**Met1 routing**

Bar = 20 microns. Cells faint in the background.
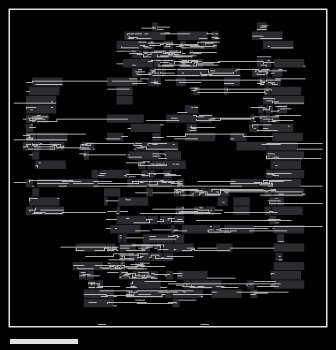
**Met2 routing**

Cells faint in the background.
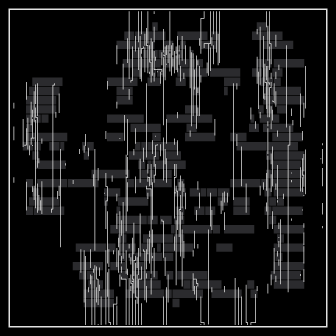
==> config.mk <==
export PLATFORM = sky130hd
export DESIGN_NAME = pipe_hazard_ctrl
export DESIGN_NICKNAME = d
export VERILOG_FILES = /design/src/rtl/pipe_hazard_ctrl.sv
export SDC_FILE = /design/constraint.sdc
export NUM_CORES = 1
export LEC_CHECK = 0
export CAP_MARGIN = 0
export CORE_MARGIN = 3
export CORE_UTILIZATION = 33
export DETAILED_ROUTE_END_ITERATION = 7
export DONT_BUFFER_PORTS = 1
export PLACE_DENSITY = 0.45
export SYNTH_ARGS = -nofsm -noshare
export SYNTH_HDL_FRONTEND = slang
export SYNTH_SLANG_ARGS = --single-unit
==> constraint.sdc <==
create_clock -name clk -period 6.7 [get_ports clk]
set_clock_uncertainty 0.05 [all_clocks]
set_input_delay 1.675 -clock clk [delete_from_list [all_inputs] [get_ports clk]]
set_output_delay 1.675 -clock clk [all_outputs]
set_load 0.05 [all_outputs]
==> impl_metrics.toml <==
# flow metrics
[status]
outcome = "completed"

[clocking]
numClockSinks = 61
cts_setup_buffers = 0
clk_latency_ns = 0.33
post_cts_resized = 0
clkTransAtPathRegs_ns = 0.06
holdBufCountCts = 0

[setup_path]
cp.arrival_ns = 2.86
path_depth = 5
slowest_delay_ns = 0.41
cp.required_ns = 4.97
worstPathMaxFanout = 4
critPathKind = "in -> out"
path_buffers = 1
reg2regPathDepth = 5
cp_top_family = "AND-OR/OR-AND gates"
ff2ff_setup_slack_ns = 4.18
startpoint_type = "input port"

[sta]
max_freq_mhz = 218
setup_viol = 0
finalCritPeriodShare = 0.684
tightest_slew_ns = 0.617
slew_viol_final = 0

[synth]
syn_inst = 201
ys.flops = 61
area_leaders = "dfrtp_1 61%, and2_1 8.5%, xnor2_1 5.2%"
yosys_area_sq_um = 2510
yosys_warnings = 0

[pwr]
ir_worst_vdd_uv = 93.2
p_per_area_nw_per_um2 = 280
p_leak_nw = 1.23

[global_route]
grt-ovfl-total = 0
grt_pass1_vias = 1589
antenna_found_initial = 0
grt_max_degree = 62

[layout]
largest_reg_flops = 32
antenna-diode-count = 0
syn2layout_area_growth_pct = 10.6
final_core_util = 0.379

[place]
dpl-instance-area_sq_um = 2590
place_inst = 294
place_hpwl_mm = 3.88

[min_path]
hold_depth = 2

[floorplanning]
core.rowCount = 31
fp_util = 0.343

[route]
routed_via_density = 5.02
drtIter0Drc = 68

[run]
tool_warnings = 26
Back to the opening pictures, 'met1 routing':
- wire length on this layer: 2230 microns
- longest straight run: 33.1 microns
final wirelength: 5.31 mm
Vias: 1551
global-route met1 utilization: 0.158

Back to the opening pictures, 'met2 routing':
- share of all routed wire: 45%
- longest straight run: 43.4 microns
- main direction: vertical
- nets with wire on the layer: 211
met2 GRT Util: 0.186

worst register-to-register path: cells and delay by family, from the launching register on:
kind | cells | cell delay, ns
DFF | 1 | 0.72
AOI/OAI and AO/OA | 1 | 0.54
adders and majority gates | 1 | 0.45
and+or+nand+nor | 2 | 0.34
muxes | 1 | 0.31
kinds of logic (layout without fill, tap and decap cells):
| kind of cell | Yosys count | in the layout | share of synthesized area |
|---|---|---|---|
| and+or+nand+nor | 92 | 92 | 0.218 |
| xor gates and xnor gates | 25 | 25 | 0.0872 |
| muxes | 2 | 2 | 0.00896 |
| buffers and inverters | 8 | 17 | 0.0279 |
| AOI/OAI and AO/OA | 12 | 12 | 0.0458 |
| adders and majority gates | 1 | 1 | 0.00498 |
| DFF | 61 | 61 | 0.608 |
Yosys cell counts (all sizes together):
library cell,n
xor2,10
a21oi,1
or2,1
or4,3
nor2,10
nor4b,2
nand4,6
nor3,6
nand2,5
nand2b,2
xnor2,15
ha,1
buf,5
and3,6
nor4,4
o32a,1
mux2,2
a22oi,5
a2111oi,2
o21ai,2
o2111ai,1
dfrtp,61
clkbuf,2
nand3,11
nand4b,1
and2,35
inv,1
power breakdown:
| part | internal (mW) | switching (mW) |
|---|---|---|
| Clock | 0.191 | 0.129 |
| Combinational | 0.0114 | 0.0118 |
| Sequential | 0.381 | 0.0553 |
| Total | 0.583 | 0.196 |
routing by layer:
layer	up-vias	global-route usage	part of all wire
met3	12	0.0595	0.11
met4	0	0.0659	0.021
li1	698	-	-
met2	78	0.186	0.45
met1	763	0.158	0.42
met5	-	0	0
through the flow:
stage,setup slack [ns],total power [mW]
after global routing,2.05,0.815
after global placement,2.14,0.466
after CTS,2.10,0.789
after detailed placement,2.11,0.467
after floorplan,0.344,0.462
final,2.12,0.779
layout make-up:
| type | count | area [sq um] |
|---|---|---|
| fill | 718 | 4550 |
| clock inverter | 1 | 30.0 |
| tap | 99 | 124 |
| timing repair buffer | 1 | 7.51 |
| clock buffer | 14 | 163 |
| inverter | 1 | 6.26 |
| sequential | 61 | 1530 |
| multi-input combinational | 132 | 922 |
Power is estimated from default activity; no workload was simulated.
